==> config.mk <==
export PLATFORM = sky130hd
export DESIGN_NAME = pipe_ctrl_unit
export DESIGN_NICKNAME = d
export VERILOG_FILES = /design/src/rtl/pipe_ctrl_pkg.sv /design/src/rtl/ctrl_decode.sv /design/src/rtl/pipe_ctrl_unit.sv
export SDC_FILE = /design/constraint.sdc
export NUM_CORES = 1
export LEC_CHECK = 0
export CAP_MARGIN = 20
export CORE_ASPECT_RATIO = 1.75
export CORE_UTILIZATION = 30
export DETAILED_ROUTE_END_ITERATION = 12
export MAX_ROUTING_LAYER = met4
export REMOVE_ABC_BUFFERS = 1
export SLEW_MARGIN = 20
export SYNTH_ARGS = -nofsm -noshare
export SYNTH_HDL_FRONTEND = slang
export SYNTH_SLANG_ARGS = --single-unit
==> constraint.sdc <==
create_clock -name clk -period 2.1 [get_ports clk]
set_input_delay 0.42 -clock clk [delete_from_list [all_inputs] [get_ports clk]]
set_output_delay 0.42 -clock clk [all_outputs]
set_load 0.05 [all_outputs]
==> run_1/sizing.png <==
Scale: 4 px per micron.
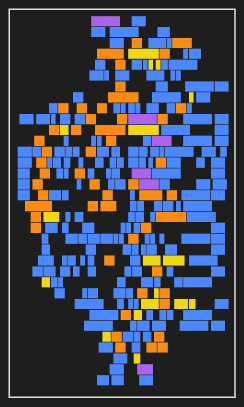
x1 and smaller: marked blue, cells 191, share 72%. x3 and x4: marked orange, cells 51, share 19%. x2: marked yellow, cells 17, share 6.4%. x6 and larger: marked purple, cells 6, share 2.3%.
design area: 2330 sq um
Non-clk bufs: 82
synth-to-layout area growth: 51.6%

==> run_1/closeup.png <==
Window x 2 to 27, y 60 to 85 microns. Cells in grey, sequential cells in the stronger grey; small squares are vias.
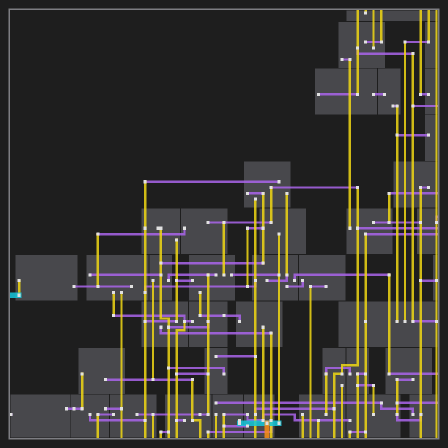
M4: marked orange. M3: marked cyan. M2: marked yellow. M1: marked purple.
Sequential cells in the window: 0. Most frequent: buf_4 (10), nand2_1 (3), clkdlybuf4s50_1 (3). 33 logic cells have their middle in the window.

==> run_1/m1.png <==
Scale: 6 px per micron.
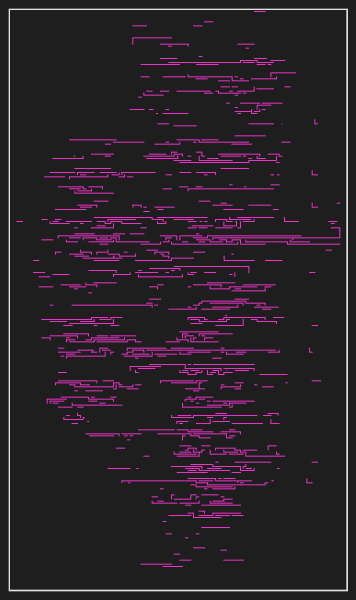
The layer carries 1610 microns of wire. 254 nets have wire on it.
Vias: 1628
DRT Wirelength: 4070 microns
met1 Use GR: 17.4%

==> Changelog: implementation, run 1 <==
## Implementation

- Nonclk inv count: 10
- Worst Setup Slack post-DPL: -0.389 ns
- Max-slew violations: 0
- Sw frac: a little over a third
- Pre-Repair DR Iteration Count: 6
- Max Freq: 484 MHz
- Flip-flops: 22
- Yosys stat chip area: 1540 sq um
- First-pass GRT wire length: 7040 microns
- Synth top cell by count: dfxtp_1
- Top-area cell share: between 20% and 30%
- Nets@finish: 306
- Fraction of the mapped netlist area in simple logic gates: roughly a third
- Cell area after synthesis: 1540 sq um
- Setup ws final: 0.0341 ns
- Post-layout util: 47.2%
- Commonest flop: dfxtp_1
- Hold_ws: 0.492 ns
- Crit-path slowest cell: or4b_4
- Synth async-reset ratio: 0%
- Met3 wire length: 119 microns
- RSZ-0062 raised after global routing: yes
- Distinct cells, synth: 58
- Initial antenna violation count: 0
- # resized after CTS: 31
- GR peak layer: met2
- Fin crit period: 2.07 ns
- CTS Buf Count: 3
- Nature of the critical path startpoint: flip-flop
- Endpoints failing hold: 0
- Comb group: 0.688 mW
- Clock Latency Late Sink: 0.25 ns
- Die area: 5420 sq um
- Type of the worst min-delay path: in -> reg
- Die X: 56.1 microns
- DRC Markers: 0
- Post-Synthesis Cells: slightly below 200
- Top pwr grp: combinational cells
- Logic pwr share: ~48%
- Final Non-Filler Cells: 319
- CP endpoint kind: output pin
- Synth flops: 22
- Most instantiated logic cells after routing: buf_4, clkdlybuf4s50_1, dfxtp_1
- Number of enable flip-flop cells: 0
- Inst Count DP: 315
- 1st-iter DRT viols: 37
- Clock-cell share: 1.77%
- Tool Warnings: 42
- Comb/total area: between 40% and 50%
- Outcome: finished clean
- WP depth: 6
- Gate Area: 1030 sq um
- Fp util: between 30% and 40%
- Avg Synthesized Cell Area: 7.91 sq um
- Core Rows: 34
- Max Cap Viol: 0
- Cell Area, Placed: between 2000 and 2500 sq um
- Most common library cells after synthesis: dfxtp_1, nor2_1, nand2_1
- Antenna-violating nets left: 0
- Reg area: 443 sq um
- All-Layer GR Usage: around 16%
- GP Congestion: a little under 0.9
- Seq/Total Area, Yosys: between 20% and 30%
- Flop share of the area: 19.0%
- CTS root buf: clkbuf_8
- Multi-In Gates: 148
- Clock slew seen by the registers of the worst setup and hold paths: 0.07 ns
- Slew HR: around two thirds
- Clk pwr: between 0.2 and 0.25 mW
- Yosys Instances: 194
- Peak supply drop: 0.536 mV
- P_sw: 0.526 mW
- Routing usage on met2: 30.4%
- Crit-path cells: inv_2 > ha_1 > or4b_4 > a31oi_4 > nor3b_4 > buf_12
- Cts-stage hold buffer count: 0
- Worst hold path depth: 3
- # clk buffers: 3
- Final worst path period share: 98.4%
- CP Buf/Inv Count: 2
- DRT met1 WL: 1610 microns
- Area leader, netlist: dfxtp_1
- Max Buffers Root-to-Sink: 2
- Power Density: 621 nW/um^2
- Biggest area cells: dfxtp_1, nor2_1, a21oi_1
- Dpl hpwl: approximately 3300 microns
- Die height: 96.6 microns
- Layout cells sized above 1: 27.9%
- Seq. pwr: 0.512 mW
- AO/OA Area Share: 24.1%
- Tapcell count: 54
- Int Pwr: about 0.92 mW
- Sum of negative setup slack: 0 ns
- FILL cells: between 500 and 600
- Post-synthesis adder-cell area fraction: under 10%
- Dominant logic cell type in the layout: buf_4
- Largest class: multi-input combinational cells
- Critical Path Max Stage Delay: 0.49 ns
- Top Ports: 56
- R2R cell count: 8
- Worst Path Max Fanout: 3
## Run 2: what changed since run 1
- PLACE_DENSITY_LB_ADDON: not set -> 0.08
==> run_2/congestion_map.png <==
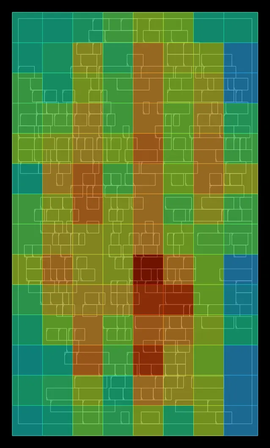
All-Layer GR Usage: 17.5%
M3 GR Usage: 1.07%

==> Changelog: implementation, run 2 <==
## Implementation

- Worst Path Max Fanout: 2 (was 3)
- Max Cap Viol: 0 (unchanged)
- Nets@finish: 311 (was 306)
- R2R cell count: 8 (unchanged)
- Outcome: finished clean (unchanged)
- Comb/total area: 43.5% (was 44.2%)
- Nonclk inv count: 10 (unchanged)
- Met3 wire length: 69 microns (was 119 microns)
- Cell Area, Placed: 2270 sq um (was 2240 sq um)
- Sum of negative setup slack: 0 ns (unchanged)
- CTS Buf Count: 3 (unchanged)
- Critical Path Max Stage Delay: 0.48 ns (was 0.49 ns)
- Worst Setup Slack post-DPL: -0.424 ns (was -0.389 ns)
- Clock-cell share: 1.73% (was 1.77%)
- Yosys Instances: 194 (unchanged)
- Core Rows: 34 (unchanged)
- Met1 Use GR: 16.5% (was 17.4%)
- Routing usage on met2: 35.0% (was 30.4%)
- Distinct cells, synth: 58 (unchanged)
- Seq. pwr: 0.508 mW (was 0.512 mW)
- Logic pwr share: 48.1% (was 47.6%)
- Crit-path cells: inv_2 > ha_2 > or4b_4 > a31oi_4 > nor3b_4 > buf_12 (was inv_2 > ha_1 > or4b_4 > a31oi_4 > nor3b_4 > buf_12)
- WP depth: 6 (unchanged)
- Flip-flops: 22 (unchanged)
- Fp util: 31.1% (unchanged)
- Dominant logic cell type in the layout: buf_4 (unchanged)
- Endpoints failing hold: 0 (unchanged)
- Cell area after synthesis: 1540 sq um (unchanged)
- Final Non-Filler Cells: 324 (was 319)
- Antenna-violating nets left: 0 (unchanged)
- Synth top cell by count: dfxtp_1 (unchanged)
- FILL cells: 502 (was 524)
- Top-area cell share: 28.7% (unchanged)
- RSZ-0062 raised after global routing: yes (unchanged)
- Reg area: 443 sq um (unchanged)
- Commonest flop: dfxtp_1 (unchanged)
- GP Congestion: 0.825 (was 0.887)
- Tapcell count: 54 (unchanged)
- Dpl hpwl: 3570 microns (was 3310 microns)
- Vias: 1673 (was 1628)
- Slew HR: 64.2% (was 66.9%)
- Nature of the critical path startpoint: flip-flop (unchanged)
- Synth flops: 22 (unchanged)
- Pre-Repair DR Iteration Count: 3 (was 6)
- Setup ws final: 0.0121 ns (was 0.0341 ns)
- Peak supply drop: 0.520 mV (was 0.536 mV)
- Clock slew seen by the registers of the worst setup and hold paths: 0.08 ns (was 0.07 ns)
- Clock Latency Late Sink: 0.26 ns (was 0.25 ns)
- Design area: 2380 sq um (was 2330 sq um)
- Post-synthesis adder-cell area fraction: 1.63% (unchanged)
- CP endpoint kind: output pin (unchanged)
- Non-clk bufs: 87 (was 82)
- Initial antenna violation count: 0 (unchanged)
- Flop share of the area: 18.6% (was 19.0%)
- Most instantiated logic cells after routing: buf_4, clkdlybuf4s50_1, dfxtp_1 (unchanged)
- Top pwr grp: combinational cells (unchanged)
- Power Density: 621 nW/um^2 (about the same)
- P_sw: 0.541 mW (was 0.526 mW)
- Tool Warnings: 42 (unchanged)
- Worst hold path depth: 3 (unchanged)
- Clk pwr: 0.260 mW (was 0.246 mW)
- # clk buffers: 3 (unchanged)
- Int Pwr: 0.937 mW (was 0.920 mW)
- DRT Wirelength: 4410 microns (was 4070 microns)
Power and IR drop assume default switching activity.
